$ cat src/rtl/instr_fetch.sv
// Instruction fetch controller: reads the instruction word at pc from memory,
// hands it to the instruction register and advances or redirects the pc.
// Optional feature macro FETCH_TIMEOUT_EN: abort a memory read that is not
// answered within TIMEOUT_CYCLES WAIT cycles and pulse fetch_err.
//
// state  | meaning
// S_IDLE | waiting for fetch_req or pc_load
// S_WAIT | mem_rd held high, waiting for mem_ready
// S_DONE | ir_write strobe cycle, pc update on exit
module instr_fetch #(
  parameter logic [15:0] RESET_PC       = 16'h0000,
  parameter int unsigned TIMEOUT_CYCLES = 16
) (
  input  logic        clk,
  input  logic        rst,
  input  logic        fetch_req,
  input  logic        pc_load,
  input  logic [15:0] pc_load_val,
  input  logic [15:0] mem_rdata,
  input  logic        mem_ready,
  output logic        mem_rd,
  output logic [15:0] mem_addr,
  output logic [15:0] ir_data,
  output logic        ir_write,
  output logic [15:0] pc,
  output logic        busy,
  output logic        fetch_err
);

  typedef enum logic [1:0] {
    S_IDLE = 2'd0,
    S_WAIT = 2'd1,
    S_DONE = 2'd2
  } state_t;

  state_t      r_state, w_state_nxt;
  logic [15:0] r_pc, w_pc_nxt;
  logic        r_mem_rd, w_mem_rd_nxt;
  logic [15:0] r_mem_addr, w_mem_addr_nxt;
  logic [15:0] r_ir_data, w_ir_data_nxt;
  logic        r_ir_write, w_ir_write_nxt;
  logic        r_busy;
  logic        r_pend_vld, w_pend_vld_nxt;
  logic [15:0] r_pend_pc, w_pend_pc_nxt;
  logic        w_redir_vld;
  logic [15:0] w_redir_pc;

`ifdef FETCH_TIMEOUT_EN
  localparam logic [15:0] TMO_LOAD = 16'(TIMEOUT_CYCLES - 1);
  logic [15:0] r_tmo_cnt;
  logic        r_fetch_err, w_err_nxt;
  logic        w_tmo_expire;

  assign w_tmo_expire = (r_state == S_WAIT) && (r_tmo_cnt == 16'd0) && !mem_ready;
`endif

  // A redirect arriving in the same cycle as the pc update wins over an older pending one.
  assign w_redir_vld = pc_load | r_pend_vld;
  assign w_redir_pc  = pc_load ? pc_load_val : r_pend_pc;

  // State register.
  always_ff @(posedge clk) begin
    if (rst) r_state <= S_IDLE;
    else     r_state <= w_state_nxt;
  end

  // Next-state and next-output decode.
  always_comb begin
    w_state_nxt    = r_state;
    w_pc_nxt       = r_pc;
    w_mem_rd_nxt   = r_mem_rd;
    w_mem_addr_nxt = r_mem_addr;
    w_ir_data_nxt  = r_ir_data;
    w_ir_write_nxt = 1'b0;
    w_pend_vld_nxt = r_pend_vld;
    w_pend_pc_nxt  = r_pend_pc;
`ifdef FETCH_TIMEOUT_EN
    w_err_nxt      = 1'b0;
`endif
    case (r_state)
      S_IDLE: begin
        if (pc_load) begin
          w_pc_nxt = pc_load_val;
        end else if (fetch_req) begin
          w_mem_rd_nxt   = 1'b1;
          w_mem_addr_nxt = r_pc;
          w_state_nxt    = S_WAIT;
        end
      end
      S_WAIT: begin
        if (pc_load) begin
          w_pend_vld_nxt = 1'b1;
          w_pend_pc_nxt  = pc_load_val;
        end
        if (mem_ready) begin
          w_ir_data_nxt  = mem_rdata;
          w_mem_rd_nxt   = 1'b0;
          w_ir_write_nxt = 1'b1;
          w_state_nxt    = S_DONE;
        end
`ifdef FETCH_TIMEOUT_EN
        else if (w_tmo_expire) begin
          w_mem_rd_nxt   = 1'b0;
          w_err_nxt      = 1'b1;
          w_pend_vld_nxt = 1'b0;
          if (w_redir_vld) w_pc_nxt = w_redir_pc;
          w_state_nxt    = S_IDLE;
        end
`endif
      end
      S_DONE: begin
        w_pc_nxt       = w_redir_vld ? w_redir_pc : r_pc + 16'd1;
        w_pend_vld_nxt = 1'b0;
        w_state_nxt    = S_IDLE;
      end
      default: begin
        w_state_nxt = S_IDLE;
      end
    endcase
  end

  // Registered outputs and pending redirect.
  always_ff @(posedge clk) begin
    if (rst) begin
      r_pc       <= RESET_PC;
      r_mem_rd   <= 1'b0;
      r_mem_addr <= 16'h0000;
      r_ir_data  <= 16'h0000;
      r_ir_write <= 1'b0;
      r_busy     <= 1'b0;
      r_pend_vld <= 1'b0;
      r_pend_pc  <= 16'h0000;
    end else begin
      r_pc       <= w_pc_nxt;
      r_mem_rd   <= w_mem_rd_nxt;
      r_mem_addr <= w_mem_addr_nxt;
      r_ir_data  <= w_ir_data_nxt;
      r_ir_write <= w_ir_write_nxt;
      r_busy     <= (w_state_nxt != S_IDLE);
      r_pend_vld <= w_pend_vld_nxt;
      r_pend_pc  <= w_pend_pc_nxt;
    end
  end

`ifdef FETCH_TIMEOUT_EN
  // WAIT-cycle down-counter; reloaded while idle, expiry detected at zero.
  always_ff @(posedge clk) begin
    if (rst) begin
      r_tmo_cnt   <= 16'h0000;
      r_fetch_err <= 1'b0;
    end else begin
      r_fetch_err <= w_err_nxt;
      if (r_state != S_WAIT)      r_tmo_cnt <= TMO_LOAD;
      else if (r_tmo_cnt != 16'd0) r_tmo_cnt <= r_tmo_cnt - 16'd1;
    end
  end

  assign fetch_err = r_fetch_err;
`else
  assign fetch_err = 1'b0;
`endif

  assign mem_rd   = r_mem_rd;
  assign mem_addr = r_mem_addr;
  assign ir_data  = r_ir_data;
  assign ir_write = r_ir_write;
  assign pc       = r_pc;
  assign busy     = r_busy;

endmodule

$ cat config.mk
export PLATFORM = sky130hd
export DESIGN_NAME = instr_fetch
export DESIGN_NICKNAME = d
export VERILOG_FILES = /design/src/rtl/instr_fetch.sv
export SDC_FILE = /design/constraint.sdc
export NUM_CORES = 1
export LEC_CHECK = 0
export ABC_AREA = 0
export ABC_CLOCK_PERIOD_IN_PS = 1950
export CORE_ASPECT_RATIO = 0.75
export CORE_MARGIN = 10
export CORE_UTILIZATION = 45
export CTS_CLUSTER_DIAMETER = 40
export DETAILED_ROUTE_END_ITERATION = 6
export DONT_BUFFER_PORTS = 1
export PLACE_DENSITY = 0.68
export SLEW_MARGIN = 20
export SYNTH_ARGS = -nofsm -noshare
export SYNTH_HDL_FRONTEND = slang
export SYNTH_SLANG_ARGS = --single-unit
$ cat constraint.sdc
create_clock -name clk -period 1.95 [get_ports clk]
set_input_delay 0.39 -clock clk [delete_from_list [all_inputs] [get_ports clk]]
set_output_delay 0.39 -clock clk [all_outputs]
set_load 0.1 [all_outputs]
Signal wires on met2:
Scale: 3 px per um.
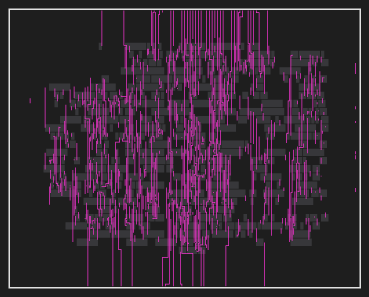
wire length on this layer	3,890 um
main direction	vertical
longest straight run	38.9 um
Total Wirelength: 8.690 mm
GRT met2 Usage: 23.88%
routed vias: 2,847

Clock nets:
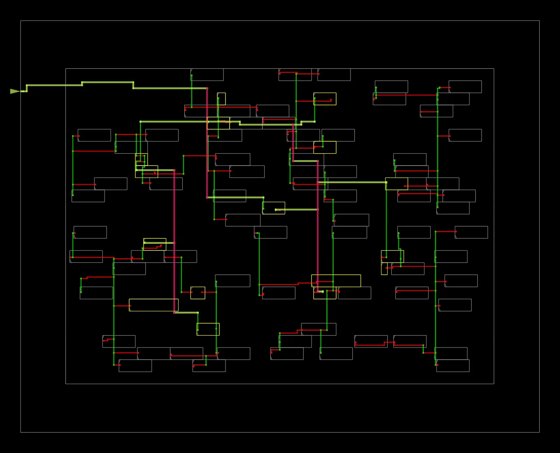
CTS buffer count: 9
Seq cells: 70
Clock Power: 1.32 mW
CLK BUF: 11

I/O pins on the die edge:
Scale: 2 px per um. Pins as bars across the die edge, other pins in grey.
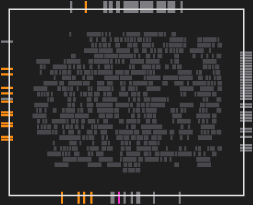
colour	port	pins	direction	edge
orange	pc_load_val	16	input	11 left, 4 bottom, 1 top
magenta	fetch_req	1	input	bottom

Cell classes on the final placement:
Scale: 3 px per um. Fill, decap, tap and diode cells in grey.
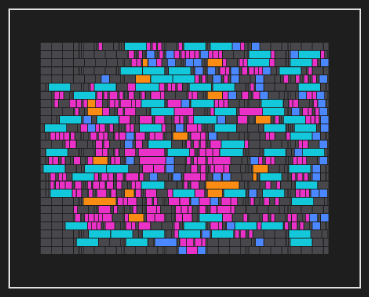
colour	class	cells	share of their area
cyan	flip-flops	70	38%
magenta	all other logic	286	42%
blue	other buffers and delay cells	66	14%
orange	clock drivers and dummy loads	16	6.0%
Core Util, Final: 56.29%
Seq area share: 36.94%
finished layout cell area: 3827 um2
area of the core: 6799 um2
row cnt: 26

Clock wires, drivers and flops:
Scale: 4 px per um.
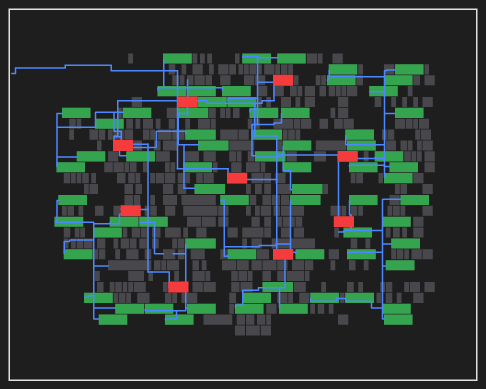
[blue] clock wires | length: 898 um
[green] flip-flops | count: 70
[red] cells driving clock nets | count: 9
routed clock nets	10
Clock power frac: 36.6%
Clock Skews: 0.006457 ns
clk_lat worst skew: 0.35 ns

==> qor.yml <==
sta:
  max_slew_margin_pct: 63.44
  finalSetupTns_ns: 0
  hold_violations: 0
  fmax_mhz: 564.9
  setup_viol: 0
  rsz0062_at_grt: "false"
  fin_ws_ns: 0.1798
cells_and_area:
  flop_area_um2: 1414
  comb_area_um2: 1551
  nNetsFinal: 471
  areaGrowthSynthToFinish_pct: 21.82
detailed_routing:
  postRouteAntennaNets: 0
  drt_iter0_drc: 167
  drc_errors: 0
  vias_per_cell: 5.454
  dr.pass1.iters: 5
outcome:
  status: "complete, no violations"
floorplanning:
  die_h_um: 92.36
  fp_util_pct: 46.21
  die-area_um2: 10760
worst_setup_path:
  worst-r2r-setup-slack_ns: 0.18
  cp_max_fo: 9
  cp_top_family: "simple AND/OR/NAND/NOR gates"
  regToRegEndpoint: "pc[8]"
  criticalPathCategory: "reg -> reg"
  critPathLaunchType: "flop"
  cp_slowest_cell: "nor4b_4"
  r2r_cells: 4
  worstPathRequired_ns: 2.15
  slowest_delay_ns: 0.54
  worst-path-stages: 4
  path_buffers: 0
logic_synthesis:
  async_reset_ff_share_pct: 0
  synth.most_common_cell: "nand2_1"
  top_area_share_pct: 44.60
  fp_nets: 422
  ff_type: "dfxtp_1"
  yosysWarnings: 0
  synth_cell_types: 55
  synth-edff-count: 0
  ys_chip_area_um2: 3142
  syn_area_um2: 3142
  synth_flops: 70
place:
  post-place-ws_ns: 0.2468
  hpwl_mm: 6.430
  io_buffers: 0
  gp_congestion: 0.8152
clock_tree:
  h-tree-depth: 3
  cts-root-buf: "clkbuf_8"
  cts_setup_buffers: 0
  clock_sinks: 70
  cts_resized: 0
  clk_pin_slew_ns: 0.07
  cts_tree: "yes"
grt:
  grt_pass1_wl_mm: 13.62
  grt_antenna_before_repair: 0
  grt_util_all_layers_pct: 15.87
worst_hold_path:
  hold_path_startpoint: "rst"
flow_run:
  max_cap_viol_count: 0
power_and_ir_drop:
  p_leak_nw: 1.433
[layout make-up]
type / count / area share [%]
clock inverter: 5 / 2.125
timing repair buffer: 66 / 13.27
tap: 84 / 2.746
sequential: 70 / 36.94
clock buffer: 11 / 3.694
inverter: 7 / 0.6865
multi-input combinational: 279 / 40.54
[kinds of logic (layout without fill, tap and decap cells)]
group           count (synthesis)  in the layout  share of synthesized area [%]
compound gates                 99             99                          19.87
xor+xnor                        4              4                          1.115
fa+ha+maj                       1              1                         0.3982
buf+inv                        35             89                          6.013
flops                          70             70                          44.60
mux                             3              3                         0.9558
other cells                     1              1                         0.1194
simple gates                  171            171                          26.92
[registers in the layout, indices dropped and copies added, names as in the netlist]
| name | count |
|---|---|
| ir_data | 16 |
| mem_addr | 16 |
| pc | 16 |
| r_pend_pc | 16 |
| r_state | 2 |
| busy | 1 |
| ir_write | 1 |
| mem_rd | 1 |
| r_pend_vld | 1 |
[how the worst min path moves through the flow]
stage | to | slack (ns) | cells after the start
global placement | r_pend_pc[14] | 0.44 | 2
global route | mem_addr[10] | 0.08 | 1
finish | busy | 0.09 | 1
floorplan | r_pend_pc[10] | 0.43 | 2
CTS | busy | 0.08 | 1
detailed placement | mem_addr[12] | 0.44 | 2
[layer usage]
layer | vias up | track usage (%) | wire [um]
li1 | 1418 | - | -
met1 | 1307 | 20.34 | 3763
met4 | 0 | 5.301 | 93
met2 | 111 | 23.88 | 3892
met5 | - | 0 | 0
met3 | 11 | 6.061 | 940
[power breakdown]
| part | leakage (nW) | internal (mW) | total (mW) | switching [mW] |
|---|---|---|---|---|
| clock | 0.110 | 0.758 | 1.32 | 0.558 |
| combinational | 0.750 | 0.174 | 0.730 | 0.556 |
| sequential | 0.573 | 1.50 | 1.55 | 0.0569 |
[worst register-to-register path, delay by kind of cell, from the launching register on]
| family | cells | cell delay, ns |
|---|---|---|
| AND/OR/NAND/NOR | 2 | 0.70 |
| flip-flops | 1 | 0.53 |
| AND-OR/OR-AND | 2 | 0.39 |
[cell usage in the layout (no fill, tap or decap), types with 2 or more instances in the layout]
master	instances
nor2_1	15
xnor2_1	4
clkbuf_8	10
nand2_1	106
o21ai_0	6
nor4_1	3
mux2i_1	3
nor2b_1	2
o221a_2	3
or3_1	6
inv_1	7
dfxtp_2	10
nor3_1	5
bufinv_16	2
nand2b_1	10
a21oi_1	64
and2_1	3
dfxtp_1	60
nand3_1	3
a311oi_1	2
buf_4	65
nor4b_4	2
o221ai_1	6
a211oi_1	4
and3_1	5
[per-stage QoR]
step | power [mW] | hold slack (ns) | area, um2
finish | 3.599 | 0.08884 | 3827
global route | 3.719 | 0.07843 | 3827
CTS | 3.627 | 0.08041 | 3827
detailed placement | 2.316 | 0.4414 | 3605
global placement | 2.309 | 0.4354 | 3605
floorplan | 2.184 | 0.4320 | 3154
No activity file was given, so power comes from the tool's default toggle rates.
